--- src/rtl/bht_update_scheduler.sv ---
// BHT update scheduler: sweeps a clear over every table entry after reset, then
// serialises up to two resolved-branch updates per cycle onto the single update port.
module bht_update_scheduler #(
    parameter int IDX_W = 6,
    parameter int DEPTH = 4
) (
    input  logic                   clk,
    input  logic                   reset,
    input  logic                   upd0_valid,
    input  logic [IDX_W-1:0]       upd0_pc,
    input  logic                   upd0_taken,
    input  logic                   upd1_valid,
    input  logic [IDX_W-1:0]       upd1_pc,
    input  logic                   upd1_taken,
    output logic                   upd_stall,
    output logic                   bht_upd,
    output logic [IDX_W-1:0]       bht_pc,
    output logic                   bht_taken,
    output logic                   bht_clr,
    output logic                   init_busy,
    output logic [$clog2(DEPTH):0] fifo_count,
    output logic                   ovf
);
    localparam int PTR_W = $clog2(DEPTH);
    localparam int CNT_W = $clog2(DEPTH) + 1;
    localparam logic [CNT_W-1:0] DEPTH_C  = CNT_W'(DEPTH);
    localparam logic [IDX_W-1:0] LAST_IDX = {IDX_W{1'b1}};

    typedef enum logic [0:0] {
        ST_INIT = 1'b0,
        ST_RUN  = 1'b1
    } state_e;

    typedef struct packed {
        logic [IDX_W-1:0] pc;
        logic             taken;
    } entry_t;

    state_e           state_q, state_d;
    logic [IDX_W-1:0] clr_idx_q, clr_idx_d;
    logic [PTR_W-1:0] wr_ptr_q, wr_ptr_d;
    logic [PTR_W-1:0] rd_ptr_q, rd_ptr_d;
    logic [CNT_W-1:0] count_q, count_d;
    logic             ovf_q, ovf_d;
    logic             bht_upd_q, bht_upd_d;
    logic [IDX_W-1:0] bht_pc_q, bht_pc_d;
    logic             bht_taken_q, bht_taken_d;
    logic             bht_clr_q, bht_clr_d;
    logic             init_busy_q, init_busy_d;
    logic             upd_stall_q, upd_stall_d;
    entry_t           mem_q [DEPTH];

    logic [CNT_W-1:0] free_s;
    logic             push0_s, push1_s, drop_s, pop_s;
    logic [PTR_W-1:0] wa0_s, wa1_s;
    entry_t           head_s;

    assign free_s = DEPTH_C - count_q;
    assign pop_s  = (state_q == ST_RUN) && (count_q != {CNT_W{1'b0}});
    assign head_s = mem_q[rd_ptr_q];
    assign wa0_s  = wr_ptr_q;
    assign wa1_s  = wr_ptr_q + PTR_W'(push0_s);

    // Admission: slot 0 always claims the first free slot; slot 1 is the first to be dropped.
    always_comb begin
        push0_s = 1'b0;
        push1_s = 1'b0;
        drop_s  = 1'b0;
        if (state_q == ST_RUN) begin
            if (upd0_valid && upd1_valid) begin
                if (free_s >= CNT_W'(2)) begin
                    push0_s = 1'b1;
                    push1_s = 1'b1;
                end else if (free_s == CNT_W'(1)) begin
                    push0_s = 1'b1;
                    drop_s  = 1'b1;
                end else begin
                    drop_s  = 1'b1;
                end
            end else if (upd0_valid || upd1_valid) begin
                if (free_s != {CNT_W{1'b0}}) begin
                    push0_s = upd0_valid;
                    push1_s = upd1_valid;
                end else begin
                    drop_s  = 1'b1;
                end
            end else begin
                drop_s = 1'b0;
            end
        end else begin
            drop_s = 1'b0;
        end
    end

    // Next-state for the sweep/run FSM, FIFO bookkeeping and the registered outputs.
    always_comb begin
        state_d     = state_q;
        clr_idx_d   = clr_idx_q;
        bht_upd_d   = 1'b0;
        bht_pc_d    = bht_pc_q;
        bht_taken_d = bht_taken_q;
        bht_clr_d   = 1'b0;
        init_busy_d = init_busy_q;
        ovf_d       = ovf_q | drop_s;
        wr_ptr_d    = wr_ptr_q + PTR_W'(push0_s) + PTR_W'(push1_s);
        rd_ptr_d    = rd_ptr_q + PTR_W'(pop_s);
        count_d     = count_q + CNT_W'(push0_s) + CNT_W'(push1_s) - CNT_W'(pop_s);
        case (state_q)
            ST_INIT: begin
                bht_clr_d   = 1'b1;
                bht_pc_d    = clr_idx_q;
                bht_taken_d = 1'b0;
                init_busy_d = 1'b1;
                clr_idx_d   = clr_idx_q + {{(IDX_W-1){1'b0}}, 1'b1};
                if (clr_idx_q == LAST_IDX) begin
                    state_d = ST_RUN;
                end else begin
                    state_d = ST_INIT;
                end
            end
            ST_RUN: begin
                init_busy_d = 1'b0;
                bht_upd_d   = pop_s;
                if (pop_s) begin
                    bht_pc_d    = head_s.pc;
                    bht_taken_d = head_s.taken;
                end else begin
                    bht_pc_d    = bht_pc_q;
                    bht_taken_d = bht_taken_q;
                end
            end
            default: begin
                state_d     = ST_INIT;
                clr_idx_d   = {IDX_W{1'b0}};
                init_busy_d = 1'b1;
            end
        endcase
        // Registered form of the stall: same value as deriving it from the live count.
        upd_stall_d = (state_d != ST_RUN) || ((DEPTH_C - count_d) < CNT_W'(2));
    end

    // State and output registers.
    always_ff @(posedge clk or negedge reset) begin
        if (!reset) begin
            state_q     <= ST_INIT;
            clr_idx_q   <= {IDX_W{1'b0}};
            wr_ptr_q    <= {PTR_W{1'b0}};
            rd_ptr_q    <= {PTR_W{1'b0}};
            count_q     <= {CNT_W{1'b0}};
            ovf_q       <= 1'b0;
            bht_upd_q   <= 1'b0;
            bht_pc_q    <= {IDX_W{1'b0}};
            bht_taken_q <= 1'b0;
            bht_clr_q   <= 1'b0;
            init_busy_q <= 1'b1;
            upd_stall_q <= 1'b1;
        end else begin
            state_q     <= state_d;
            clr_idx_q   <= clr_idx_d;
            wr_ptr_q    <= wr_ptr_d;
            rd_ptr_q    <= rd_ptr_d;
            count_q     <= count_d;
            ovf_q       <= ovf_d;
            bht_upd_q   <= bht_upd_d;
            bht_pc_q    <= bht_pc_d;
            bht_taken_q <= bht_taken_d;
            bht_clr_q   <= bht_clr_d;
            init_busy_q <= init_busy_d;
            upd_stall_q <= upd_stall_d;
        end
    end

    // FIFO storage holds data only; occupancy lives in count_q, so reset need not clear it.
    always_ff @(posedge clk) begin
        if (push0_s) begin
            mem_q[wa0_s] <= entry_t'({upd0_pc, upd0_taken});
        end
        if (push1_s) begin
            mem_q[wa1_s] <= entry_t'({upd1_pc, upd1_taken});
        end
    end

    assign upd_stall  = upd_stall_q;
    assign bht_upd    = bht_upd_q;
    assign bht_pc     = bht_pc_q;
    assign bht_taken  = bht_taken_q;
    assign bht_clr    = bht_clr_q;
    assign init_busy  = init_busy_q;
    assign fifo_count = count_q;
    assign ovf        = ovf_q;

endmodule

--- config.mk ---
export PLATFORM = sky130hd
export DESIGN_NAME = bht_update_scheduler
export DESIGN_NICKNAME = d
export VERILOG_FILES = /design/src/rtl/bht_update_scheduler.sv
export SDC_FILE = /design/constraint.sdc
export NUM_CORES = 1
export LEC_CHECK = 0
export CAP_MARGIN = 25
export CORE_MARGIN = 1.5
export CORE_UTILIZATION = 45
export CTS_BUF_LIST = sky130_fd_sc_hd__clkbuf_8
export CTS_CLUSTER_SIZE = 16
export DETAILED_ROUTE_END_ITERATION = 10
export MAX_ROUTING_LAYER = met4
export PLACE_DENSITY = 0.67
export SLEW_MARGIN = 20
export SYNTH_ARGS = -nofsm -noshare
export SYNTH_HDL_FRONTEND = slang
export SYNTH_SLANG_ARGS = --single-unit
--- constraint.sdc ---
create_clock -name clk -period 4.1 [get_ports clk]
set_input_delay 0.82 -clock clk [delete_from_list [all_inputs] [get_ports clk]]
set_output_delay 0.82 -clock clk [all_outputs]
set_load 0.005 [all_outputs]
**Floorplan with the power grid**

Scale bar: 20 µm. Pins as bars on the die edge. Tap cells in grey.
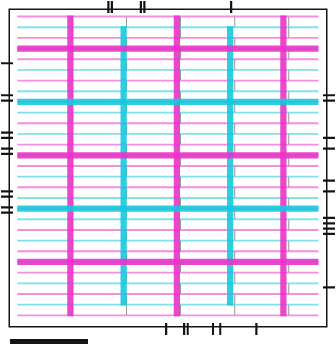
Key: cyan = VDD; magenta = VSS
5 straps on met5. 33 signal pins sit on the boundary.
chip width: 80.55 µm
core region area: 5851 µm²
VDD IR-drop max: 0.0003099 V
die y size: 80.55 µm

**Placed cells, one colour a class**

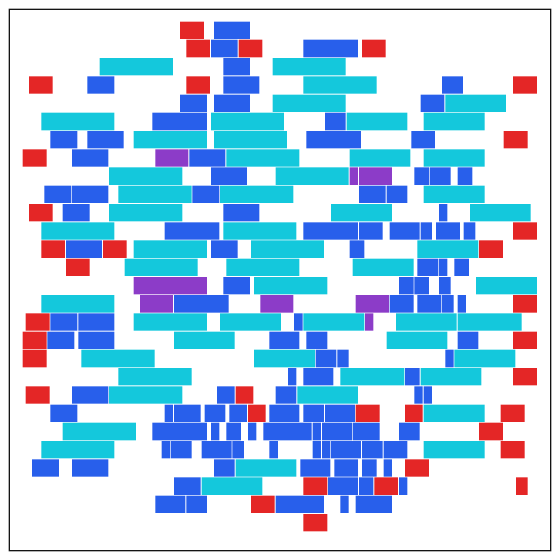
Key: red = remaining buffers and delay cells [cells 35]; blue = remaining logic cells [cells 114]; cyan = sequential cells [cells 54]; purple = clock drivers and dummy loads [cells 8]
post-route cell area: 3194 µm²
fraction of standard cell area that is sequential: 46.77%
count of standard-cell rows: 28
final core utilization: 54.60%

**Clock network drawn from the DEF**

Scale bar: 20 µm.
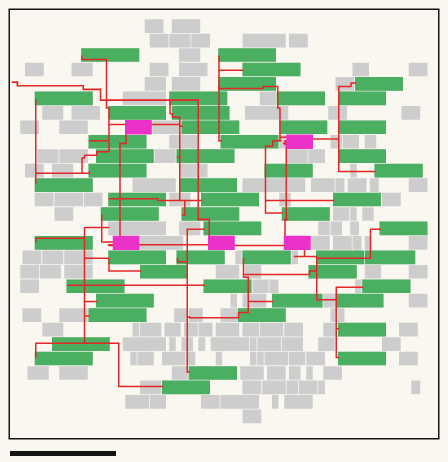
Key: magenta = clock-net drivers [count 5]; green = flip-flops [count 54]; red = clock wires [length 635 µm]
There are 6 routed clock nets.

==> summary.txt <==
Physical design

The initial core utilization stands at 46.26%. Looking at the reg2reg group, the worst path ends at upd_stall$_DFF_PN1_. The flow inserted 75 tap cells. Before CTS, the worst setup slack after placement is 0.4589 ns. Per the layout report, the design carries 35 non-clock buffers. Setup repair after global routing left no endpoint under its margin. The number of non-filler instances in the completed layout stands at roughly 290. The largest register by flop count is mem_q. The combinational cell fraction of total power stands at 4.7%. TritonCTS built the clock tree. The flip-flop count of the largest register after layout stands at 28. In this run the tools logged warnings totalling 29.

The post-synthesis compound-gate area fraction stands at between 5 and 6%. CTS placed an instance of clkbuf_8 at the clock tree root. The residual DRC count stands at 0. The largest cell class by area is registers.

Of the cells placed in the final design, the portion with a size suffix greater than 1 is about a quarter. According to the cell report, the number of logic gates is 104. The synthesized netlist devotes 6.565% of its cell area to adder and majority cells. Among logic cells in the layout, the one with the most instances is clkdlybuf4s50_1. The leakage component of the power was reported as about 1.3 nW. Per the detailed-route log, wirelength across all metal layers totals around 5.1 mm. The via count of the first global-routing pass is 1,644. The group that draws the most power in this run is sequential cells. The area growth from synthesis to layout stands at 18.03%. Per STA, the library cell used most along the worst path is ha_1. Global routing finished with a remaining overflow of 0.

The most common cell in the synthesized netlist is edfxtp_1. The number of top-level pins stands at 33. The required time of the worst setup path stands at around 4.3 ns. The data arrival time of the worst path stands at 3.82 ns. The registers of the reported paths see a clock transition of around 0.09 ns. The first routing iteration left between 40 and 50 violations. By area, the combinational part of the netlist is dominated by multiplexers.

The number of cells on the worst hold path stands at 1. Per the layout area report, the combinational gate area comes to around 1100 µm². Clock cells make up between 3 and 4% of the layout cell area.

Measured on the final layout, buffering overhead outside the clock network stands at around a tenth. The last timing report of the flow puts the setup violation total at 0. Per the post-route antenna check, the number of violating nets is 0. The worst register-to-register path depth is 13. The achievable clock frequency stands at 0.2785 GHz.

The capture point of the critical path was reported as upd_stall$_DFF_PN1_. The first global-routing pass estimated 8.169 mm of wire. The buffering stage count on the worst path with inverters included stands at 3. The largest fanout of any net on the critical path stands at 5.

The portion of the post-synthesis area used by sequential elements stands at 55.20%. The max-slew violation count stands at 0. The power in combinational cells stands at between 0.04 and 0.05 mW.

The minimum setup slack in the final design stands at 0.5090 ns. For reference, the critical path is launched at fifo_count[1]$_DFF_PN0_. In this run switching power makes up a little under a fifth of total power. The library cells used most frequently in the layout, excluding fill and tap cells, are 31 x clkdlybuf4s50_1, 28 x edfxtp_1, 24 x dfrtp_1.

The cell-mix breakdown from Yosys lists the simple-gate area share as 6.380%. In this run the tool buffered the top-level ports with 32 buffer cells. The switching power summed over all nets stands at 0.1832 mW. The cell type that accounts for the most area after synthesis is edfxtp_1. The mean cell area of the mapped netlist stands at roughly 15 µm². Looking at the critical path, the single cell with the biggest stage delay is fa_1.

Gates resized during post-CTS repair numbered 0. The diode insertion count for antenna repair stands at 0. The placed instance count stands at 278.

The post-synthesis sequential element count stands at ~54. The report lists the cells along the critical path as inv_1, ha_1, ha_1, or4b_1, o2111ai_2, ha_1, inv_1, fa_1, fa_1, inv_1, ha_1, xor2_1, o21ai_0. The pre-antenna-repair detailed-routing pass consisted of 4 iterations. The final cycle utilization of the critical path stands at 87.59%.

The average detailed-routed wire length per instance stands at 17.74 µm. The chip area from the yosys synthesis statistics stands at ~2700 µm². The slack of the worst reg-to-reg path stands at around 0.5 ns. Per the gpl log, the routability congestion estimate is around 0.80. The flow ran to the end, and the final reports show no timing, DRC or antenna violations. The internal cell power stands at between 0.7 and 0.8 mW. Dividing the detail-routed via count by the number of cells gives between 5 and 6. The maximum number of pins on one net before global-route repair stands at 27. The top-area cell type share of the netlist area stands at 31.07%. In this run the deepest clock path goes through 2 buffers.

STA classifies the critical path startpoint as a flip-flop. Ranked by instance count, the synthesized netlist is headed by 28 x edfxtp_1, 24 x dfrtp_1, 15 x mux2_2. The gate count after technology mapping stands at 175. Looking at the reg2reg group, the worst path starts from fifo_count[1]$_DFF_PN0_. In the synthesized netlist, mux cells make up 19.83% of the area.

Warnings reported by Yosys during synthesis add up to 0. The endpoint of the worst hold path is reported as clr_idx_q[5]$_DFFE_PN0N_. STA lists the startpoint of the worst hold path as clr_idx_q[5]$_DFFE_PN0N_. The final critical path time including I/O delays and setup stands at approximately 3.6 ns. Looking at the post-CTS report, the setup buffer insertion count equals 0. The half-perimeter wire length after placement stands at 3.683 mm. Multi-input gates account for approximately a third of the area. The setup path with the least slack is of type reg2reg. The max-slew check reports its worst relative slack as about three fifths. The number of antenna violations at the first check in global routing stands at 0.

The number of nets handed over by synthesis was around 200. Per the Yosys statistics, synthesis produced between 150 and 200 cells. The layout filler cell count stands at 475.

The async set-reset flop share out of synthesis stands at about half. The count of clock-net buffers in the final layout stands at 5. The sequential power reported by the tool is ~0.57 mW.

The hold-fix buffer count after cts stands at 0. The final-stage net count stands at around 240. The xor and xnor area share after synthesis stands at around 3.6%. STA reports the tightest min-delay check as being of type reg2reg. The register share of total power stands at approximately three fifths. The number of inverters outside the clock class in the layout stands at 10. The count of unique library cells instantiated by Yosys stands at 36. The placement stage leaves a total instance area of 3088 µm². The main area contributors are edfxtp_1 31%, dfrtp_1 22%, mux2_4 7.8%. The worst setup path is captured at a flip-flop.

The tool flagged a number of max-cap violations equal to 0. The final number of hold-violating endpoints stands at 0. The highest cell delay on the worst timing path stands at around 0.52 ns.

The synthesis report names the predominant flop master as edfxtp_1. The final timing report lists clock skew as ~0.0055 ns. The number of synthesized flops with an enable pin stands at 28. In this design, the largest share of critical-path delay is due to adder cells. The register area stands at approximately 1500 µm². The power per cell area stands at approximately 300 nW/µm². The count of cell instances traversed by the critical path stands at 13.

The transition time recorded at the tightest slew-check pin is 0.5831 ns. The number of H-tree branching levels stands at 2. The clock network fraction of total power stands at about 36%. The synthesized netlist occupies a cell area of around 2700 µm². The total negative slack for setup checks stands at 0 ns. The die covers roughly 6500 µm².
**Routed metal, one colour a layer**

Scale bar: 20 µm. Two of the layers only.
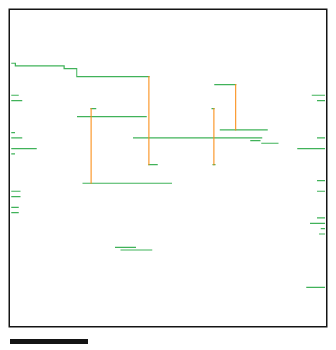
Key: orange = M4 [wire length 67.3 µm]; green = M3 [wire length 202 µm]
overall routing resource usage: 18.07%
overall via count from detail_route: 1,531

**The clock network**

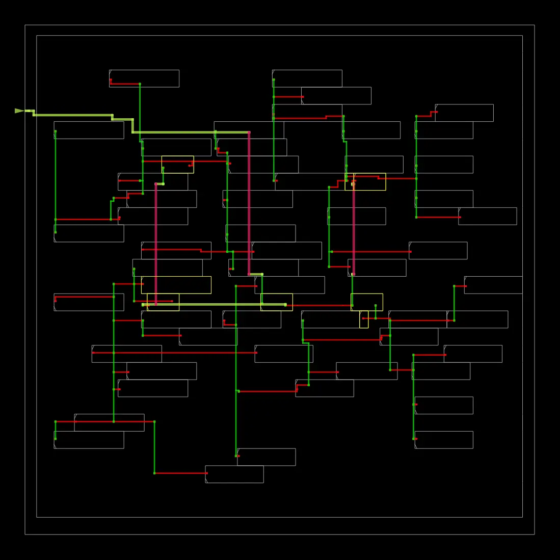
P_clk: 0.344 mW
cts bufs inserted: 5
Seq cells: 54
clk sinks: 54
Skew-Pair Late Insertion Delay: 0.30 ns

## metrics by stage
| stage | hold slack (ns) | total power, mW |
|---|---|---|
| global route | 0.5367 | 0.9958 |
| detailed placement | 0.4816 | 0.6277 |
| finish | 0.4987 | 0.9598 |
| floorplan | 0.4561 | 0.5990 |
| global placement | 0.4812 | 0.6257 |
| CTS | 0.4970 | 0.9672 |
## metal layers
layer / wire length (µm) / part of all wire (%) / up-vias / track usage, %
met1: 2063 / 41 / 764 / 20.86
met5: 0 / 0 / - / -
met3: 201 / 4.0 / 8 / 3.409
li1: - / - / 716 / -
met2: 2741 / 54 / 43 / 31.76
met4: 67 / 1.3 / 0 / 5.690
No activity file was given, so power comes from the tool's default toggle rates.
